$ cat config.mk
export PLATFORM = sky130hd
export DESIGN_NAME = mem_stage_flat
export DESIGN_NICKNAME = d
export VERILOG_FILES = /design/src/rtl/mem_pkg.sv /design/src/rtl/mem_if.sv /design/src/rtl/mem_watchdog.sv /design/src/rtl/mem_stage.sv /design/src/flat_wrapper.sv
export SDC_FILE = /design/constraint.sdc
export NUM_CORES = 1
export LEC_CHECK = 0
export CAP_MARGIN = 5
export CELL_PAD_IN_SITES_DETAIL_PLACEMENT = 1
export CELL_PAD_IN_SITES_GLOBAL_PLACEMENT = 2
export CORE_MARGIN = 2
export CORE_UTILIZATION = 28
export CTS_BUF_LIST = sky130_fd_sc_hd__clkbuf_16
export CTS_CLUSTER_DIAMETER = 200
export DETAILED_ROUTE_END_ITERATION = 10
export PLACE_DENSITY_LB_ADDON = 0.1
export SLEW_MARGIN = 40
export SYNTH_ARGS = -nofsm -noshare
export SYNTH_HDL_FRONTEND = slang
export SYNTH_SLANG_ARGS = --single-unit
$ cat constraint.sdc
create_clock -name clk -period 3 [get_ports clk]
set_clock_uncertainty 0.05 [all_clocks]
set_input_delay 0.45 -clock clk [delete_from_list [all_inputs] [get_ports clk]]
set_output_delay 0.45 -clock clk [all_outputs]
set_load 0.05 [all_outputs]
$ cat src/rtl/mem_pkg.sv
// Shared types and constants for the memory-access stage.
package mem_pkg;

  localparam int DEF_DATA_W = 16;
  localparam int DEF_RADR_W = 3;

  typedef enum logic [0:0] {
    IDLE   = 1'b0,
    ACCESS = 1'b1
  } mem_state_t;

  typedef struct packed {
    logic s;
    logic z;
    logic c;
    logic v;
  } flags_t;

  // EX/MEM register contents for an instruction waiting on memory.
  typedef struct packed {
    logic [DEF_DATA_W-1:0] adr;
    logic [DEF_DATA_W-1:0] wdat;
    logic                  rd;
    logic                  wr;
    logic                  reg_write;
    logic [DEF_RADR_W-1:0] wadr;
    flags_t                flags;
  } exmem_t;

  // Registered bundle handed to write-back.
  typedef struct packed {
    logic                  valid;
    logic [DEF_DATA_W-1:0] dat;
    logic [DEF_RADR_W-1:0] wadr;
    logic                  reg_write;
    flags_t                flags;
  } wb_t;

  function automatic logic is_mem_op(input logic rd, input logic wr);
    return rd | wr;
  endfunction

endpackage

$ cat src/rtl/mem_if.sv
// Main-memory request/acknowledge bus between the stage and memory.
interface mem_if #(
  parameter int DATA_W = mem_pkg::DEF_DATA_W
);
  logic              mem_req;
  logic              mem_we;
  logic [DATA_W-1:0] mem_adr;
  logic [DATA_W-1:0] mem_wdat;
  logic [DATA_W-1:0] mem_rdat;
  logic              mem_ack;

  // Pipeline stage side: issues requests, receives completion.
  modport master (
    output mem_req, mem_we, mem_adr, mem_wdat,
    input  mem_rdat, mem_ack
  );

  // Memory side.
  modport slave (
    input  mem_req, mem_we, mem_adr, mem_wdat,
    output mem_rdat, mem_ack
  );
endinterface

$ cat src/rtl/mem_watchdog.sv
// Cycle counter that flags an access which has waited MEM_TIMEOUT cycles.
module mem_watchdog #(
  parameter int CNT_W       = 8,
  parameter int MEM_TIMEOUT = 255
) (
  input  logic clk,
  input  logic reset,
  input  logic clear,
  input  logic enable,
  output logic expire
);

  logic [CNT_W-1:0] cnt;

  // Count waiting cycles; clear has priority so the count never wraps.
  always_ff @(posedge clk or posedge reset) begin
    if (reset) begin
      cnt <= '0;
    end else if (clear) begin
      cnt <= '0;
    end else if (enable) begin
      cnt <= cnt + CNT_W'(1);
    end
  end

  assign expire = (cnt == CNT_W'(MEM_TIMEOUT - 1));

endmodule

$ cat src/rtl/mem_stage.sv
// Memory-access pipeline stage: EX/MEM register, load/store sequencing over
// a req/ack bus with a watchdog, and a registered write-back bundle.
// Internal struct widths follow the package defaults for DATA_W/RADR_W.
module mem_stage
  import mem_pkg::*;
#(
  parameter int DATA_W      = DEF_DATA_W,
  parameter int RADR_W      = DEF_RADR_W,
  parameter int MEM_TIMEOUT = 255,
  parameter int CNT_W       = 8
) (
  input  logic              clk,
  input  logic              reset,
  input  logic              valid_ex,
  input  logic [DATA_W-1:0] ALUres_ex,
  input  logic [DATA_W-1:0] rd1_ex,
  input  logic              mem_read_ex,
  input  logic              mem_write_ex,
  input  logic              reg_write_ex,
  input  logic [RADR_W-1:0] wadr_ex,
  input  logic              S_ex,
  input  logic              Z_ex,
  input  logic              C_ex,
  input  logic              V_ex,
  input  logic              flush,
  output logic              stall_mem,
  mem_if.master             bus,
  output logic              valid_wb,
  output logic [DATA_W-1:0] wb_dat,
  output logic [RADR_W-1:0] wadr_wb,
  output logic              reg_write_wb,
  output logic              S_wb,
  output logic              Z_wb,
  output logic              C_wb,
  output logic              V_wb,
  output logic              mem_err
);

  localparam logic [0:0] ST_IDLE   = IDLE;
  localparam logic [0:0] ST_ACCESS = ACCESS;

  logic [0:0] state;
  exmem_t     exmem;
  wb_t        wb_q;
  flags_t     flags_ex;
  logic       capture;
  logic       in_access;
  logic       expire;

  assign flags_ex  = '{s: S_ex, z: Z_ex, c: C_ex, v: V_ex};
  assign capture   = valid_ex & ~flush;
  assign in_access = (state == ST_ACCESS);

  mem_watchdog #(
    .CNT_W       (CNT_W),
    .MEM_TIMEOUT (MEM_TIMEOUT)
  ) u_watchdog (
    .clk    (clk),
    .reset  (reset),
    .clear  (~in_access | bus.mem_ack),
    .enable (in_access),
    .expire (expire)
  );

  // Sequence capture, memory access and write-back result registration.
  // NOTE: sequential state uses non-blocking assignments so every register
  // samples pre-edge values regardless of statement order.
  // NOTE: the EX/MEM register is reset even though it is only read in
  // ACCESS, so the bus outputs are well defined from the first cycle.
  always_ff @(posedge clk or posedge reset) begin
    if (reset) begin
      state   <= ST_IDLE;
      exmem   <= '0;
      wb_q    <= '0;
      mem_err <= 1'b0;
    end else begin
      wb_q.valid <= 1'b0;
      if (!in_access) begin
        if (capture && is_mem_op(mem_read_ex, mem_write_ex)) begin
          exmem <= '{adr: ALUres_ex, wdat: rd1_ex, rd: mem_read_ex,
                     wr: mem_write_ex, reg_write: reg_write_ex,
                     wadr: wadr_ex, flags: flags_ex};
          state <= ST_ACCESS;
        end else if (capture) begin
          wb_q <= '{valid: 1'b1, dat: ALUres_ex, wadr: wadr_ex,
                    reg_write: reg_write_ex, flags: flags_ex};
        end
      end else if (bus.mem_ack) begin
        wb_q <= '{valid: 1'b1, dat: exmem.rd ? bus.mem_rdat : exmem.adr,
                  wadr: exmem.wadr, reg_write: exmem.reg_write,
                  flags: exmem.flags};
        state <= ST_IDLE;
      end else if (expire) begin
        mem_err <= 1'b1;
        state   <= ST_IDLE;
      end
    end
  end

  // Bus outputs are zero outside ACCESS so reset drops them immediately.
  assign stall_mem    = in_access;
  assign bus.mem_req  = in_access;
  assign bus.mem_we   = in_access & exmem.wr;
  assign bus.mem_adr  = in_access ? exmem.adr  : '0;
  assign bus.mem_wdat = in_access ? exmem.wdat : '0;

  assign valid_wb     = wb_q.valid;
  assign wb_dat       = wb_q.dat;
  assign wadr_wb      = wb_q.wadr;
  assign reg_write_wb = wb_q.reg_write;
  assign S_wb         = wb_q.flags.s;
  assign Z_wb         = wb_q.flags.z;
  assign C_wb         = wb_q.flags.c;
  assign V_wb         = wb_q.flags.v;

endmodule

$ cat src/flat_wrapper.sv
// flat-port wrapper written by rule: the top's interface ports become plain ports
module mem_stage_flat import mem_pkg::*;
#(
  parameter int DATA_W      = DEF_DATA_W,
  parameter int RADR_W      = DEF_RADR_W,
  parameter int MEM_TIMEOUT = 255,
  parameter int CNT_W       = 8
)
  (clk, reset, valid_ex, ALUres_ex, rd1_ex, mem_read_ex, mem_write_ex, reg_write_ex, wadr_ex, S_ex, Z_ex, C_ex, V_ex, flush, stall_mem, valid_wb, wb_dat, wadr_wb, reg_write_wb, S_wb, Z_wb, C_wb, V_wb, mem_err, bus_mem_req, bus_mem_we, bus_mem_adr, bus_mem_wdat, bus_mem_rdat, bus_mem_ack);
  mem_if #(.DATA_W(DATA_W)) bus_i ();
  input  logic clk;
  input  logic reset;
  input  logic valid_ex;
  input  logic [DATA_W-1:0] ALUres_ex;
  input  logic [DATA_W-1:0] rd1_ex;
  input  logic mem_read_ex;
  input  logic mem_write_ex;
  input  logic reg_write_ex;
  input  logic [RADR_W-1:0] wadr_ex;
  input  logic S_ex;
  input  logic Z_ex;
  input  logic C_ex;
  input  logic V_ex;
  input  logic flush;
  output logic stall_mem;
  output logic valid_wb;
  output logic [DATA_W-1:0] wb_dat;
  output logic [RADR_W-1:0] wadr_wb;
  output logic reg_write_wb;
  output logic S_wb;
  output logic Z_wb;
  output logic C_wb;
  output logic V_wb;
  output logic mem_err;
  output wire logic [$bits(bus_i.mem_req)-1:0] bus_mem_req;
  output wire logic [$bits(bus_i.mem_we)-1:0] bus_mem_we;
  output wire logic [$bits(bus_i.mem_adr)-1:0] bus_mem_adr;
  output wire logic [$bits(bus_i.mem_wdat)-1:0] bus_mem_wdat;
  input wire logic [$bits(bus_i.mem_rdat)-1:0] bus_mem_rdat;
  input wire logic [$bits(bus_i.mem_ack)-1:0] bus_mem_ack;
  assign bus_mem_req = bus_i.mem_req;
  assign bus_mem_we = bus_i.mem_we;
  assign bus_mem_adr = bus_i.mem_adr;
  assign bus_mem_wdat = bus_i.mem_wdat;
  assign bus_i.mem_rdat = bus_mem_rdat;
  assign bus_i.mem_ack = bus_mem_ack;
  mem_stage #(.DATA_W(DATA_W), .RADR_W(RADR_W), .MEM_TIMEOUT(MEM_TIMEOUT), .CNT_W(CNT_W)) u_core (.clk(clk), .reset(reset), .valid_ex(valid_ex), .ALUres_ex(ALUres_ex), .rd1_ex(rd1_ex), .mem_read_ex(mem_read_ex), .mem_write_ex(mem_write_ex), .reg_write_ex(reg_write_ex), .wadr_ex(wadr_ex), .S_ex(S_ex), .Z_ex(Z_ex), .C_ex(C_ex), .V_ex(V_ex), .flush(flush), .stall_mem(stall_mem), .bus(bus_i), .valid_wb(valid_wb), .wb_dat(wb_dat), .wadr_wb(wadr_wb), .reg_write_wb(reg_write_wb), .S_wb(S_wb), .Z_wb(Z_wb), .C_wb(C_wb), .V_wb(V_wb), .mem_err(mem_err));
endmodule
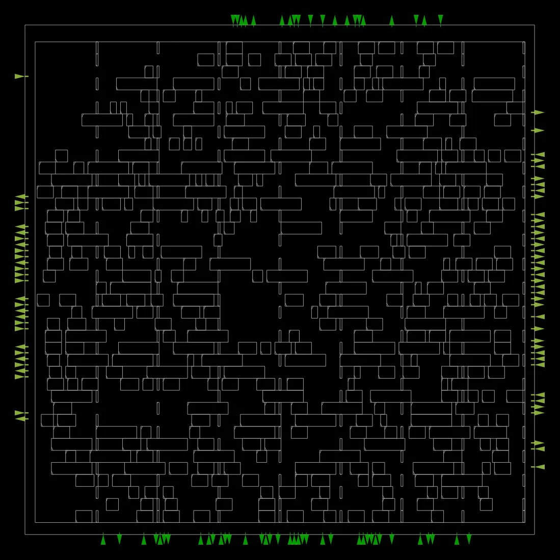
**Above:** cell placement.
row cnt: 40
num sequential: 77
final core occ: 0.420
flop share of the area: 0.380
fill count: 1312

==> results_slide.txt <==
Physical Implementation Snapshot

Run status
  – Status: finished, final reports clean

Layout
  – Max reg flops: 42
  – Top reg by flops: u_core.exmem
  – Antenna cells: 0
  – Share of layout cells above drive strength 1: 0.248
  – Top cell excl fill/tap: clkdlybuf4s50_1
  – Area delta synth->final: 46.1%
  – Final #Nets: 464
  – Most frequent cells in the layout: clkdlybuf4s50_1, dfrtp_1, mux2_2, buf_4, and2_1

Global route
  – Overflow after GRT: 0
  – GRT Util Overall: 0.156
  – Vias in the first global route: 2890
  – First-pass GRT wire length: 15.8 mm
  – Initial antenna violation count: 0

Logic synthesis
  – Logic family by area: multiplexers
  – Post-synth area hogs: dfrtp_1, mux2_2, a221o_1, and2_1, mux2i_1
  – XOR Share, Synth: 0.00757
  – Ys async rst share: 1.00
  – Syn_nets: 340
  – Yosys cell count: approximately 280
  – Yosys warns: 0
  – AND/OR/NAND/NOR Cells, Area Fraction: 0.125
  – Post-synth EDFFs: 0
  – Mux area share: 0.182
  – Yosys top cell by instances: dfrtp_1
  – Synthesized instance count: 275
  – Distinct lib cells: 28
  – Fraction of the mapped netlist area in adder cells: 0.00721
  – Post-synth top area cell: dfrtp_1
  – Area share of and-or/or-and cells after synthesis: 0.0869
  – Mapped Area: about 3500 um2
  – Synth flops: 77
  – Post-Synthesis Mean Instance Area: ~13 um2
  – Post-synthesis sequential area ratio: 0.555
  – Main flop type: dfrtp_1
  – YS chip area: 3470 um2
  – Top post-synthesis cells by count: dfrtp_1, mux2_2, and2_1, a221o_1, nor2_1
  – Top cell area share: 0.555

Power
  – PD cells: 759 nW/um2
  – P_leak: roughly 2.2 nW
  – VDD IR max: around 390 uV

Routing
  – Routed WL per cell: ~17 um
  – Drt total wl: 9.82 mm
  – Vias: 2665
  – Initial detailed-routing violation count: 74
  – Vias per inst: 4.66
  – First drt pass iteration count: 4
  – Number of remaining DRC errors: 0

Place
  – Dpl ws: between 0.5 and 0.6 ns
  – Post-DP HPWL: 6.58 mm
  – IO Port Bufs: 123
  – Gpl congestion: slightly above 0.7

STA
  – WHS: 0.422 ns
  – TNS Setup: 0 ns
  – Tcrit/Tclk final: 0.693
  – Crit path time final: roughly 2.1 ns
  – RSZ-0062 raised after global routing: no
  – Setup WS post-layout: 0.921 ns
  – Count of final setup violators: 0
  – Final Slew Violations: 0
  – Final hold vios: 0
  – Achievable Freq: between 400 and 500 MHz
  – Worst Tran Pin Value: between 0.7 and 0.8 ns
  – Relative slew slack: 0.501

Critical path
  – CP Launch Type: primary input
  – Slowest-stage cell, CP: clkdlybuf4s50_1
  – Crit path DAT: 2.24 ns
  – Critical path, cell by cell: clkdlybuf4s50_1 > or3b_4 > nor2_4 > buf_12 > mux2_2
  – CP peak stage delay: 0.44 ns
  – Crit. End Element: flop
  – Crit path DRT: about 3.2 ns
  – Critical path class: in2reg
  – Reg2reg setup slack: 1.06 ns
  – Crit Path Max Fanout: 26

Min path
  – Worst min-delay path class: reg2reg

Clocking
  – Clk_lat worst skew: 0.33 ns
  – Root buffer cell: clkbuf_16
  – Hold buffer count at cts: 0
  – Post-CTS setup buffers: 0
  – Worst-path clk slew: 0.06 ns
  – Clock buffer count from CTS: 9
  – H-tree depth: 3
  – Cells resized by post-CTS repair: 0
  – Clk buf depth: 2
  – Num Clock Sinks: 77
  – CTS tree: built

Floorplan
  – Initial Util: 0.288
  – I/O pins: 124
  – Chip height: 115 um
  – Die area: approximately 13000 um2
  – Die Span X: 115 um

Flow run
  – Max cap viols: 0
  – Log Warnings: 27
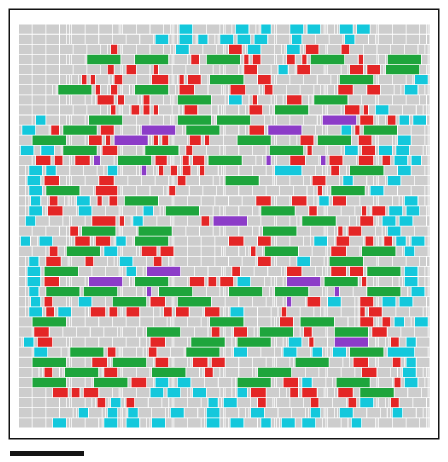
**Above:** cells colored by class.
Scale bar: 20 um. Fill, decap, tap and diode cells in gray.
remaining buffers and delay cells: marked cyan, cells 131. sequential cells: marked green, cells 77. clock drivers and dummy loads: marked purple, cells 16. remaining logic cells: marked red, cells 180.
post-route cell area: 5070 um2
core area: 12100 um2

-- report_power, final --
group	internal, W	switching (W)	leakage [nW]	total, W
logic	0.000597	0.000860	1.16	0.00146
clock network	0.000541	0.000398	0.139	0.000939
registers	0.00129	0.000167	0.941	0.00145
total	0.00243	0.00142	2.24	0.00385
-- final timing paths --
path,startpoint,end,depth (start not counted)
min in group asynchronous,reset,u_core.exmem[15],2
hold / removal,u_core.mem_err,u_core.mem_err,2
setup reg to reg,u_core.bus.mem_req,u_core.exmem[26],4
max in group asynchronous,reset,u_core.exmem[4],3
hold reg to reg,u_core.mem_err,u_core.mem_err,2
setup / recovery,valid_ex,u_core.exmem[26],5
-- metal layers --
metal | routed length, um | GRT usage | part of all wire | up-vias
met5 | 0 | 0 | 0 | -
met4 | 98 | 0.0410 | 0.010 | 0
met3 | 642 | 0.0501 | 0.065 | 7
met2 | 4500 | 0.249 | 0.46 | 94
met1 | 4580 | 0.206 | 0.47 | 1338
li1 | - | - | - | 1226
-- critical path, delay by kind of cell --
kind | cells | cell delay [ns]
and+or+nand+nor | 2 | 0.72
buffers and inverters | 2 | 0.68
muxes | 1 | 0.35
-- stage by stage --
step	power, W	cells	cell area [um2]
final	0.00385	572	5070
after global routing	0.00406	572	5070
after CTS	0.00391	572	5070
after detailed placement	0.00294	556	4820
after global placement	0.00293	556	4820
after floorplan	0.00241	275	3470
-- layout make-up --
type	instances	area [um2]	area share
clock inverter	7	27.5	0.00543
timing repair buffer	131	1230	0.242
inverter	5	20.0	0.00395
sequential	77	1930	0.380
multi-input combinational	175	1430	0.282
tap	168	210	0.0415
clock buffer	9	225	0.0444
Power and IR drop assume default switching activity.
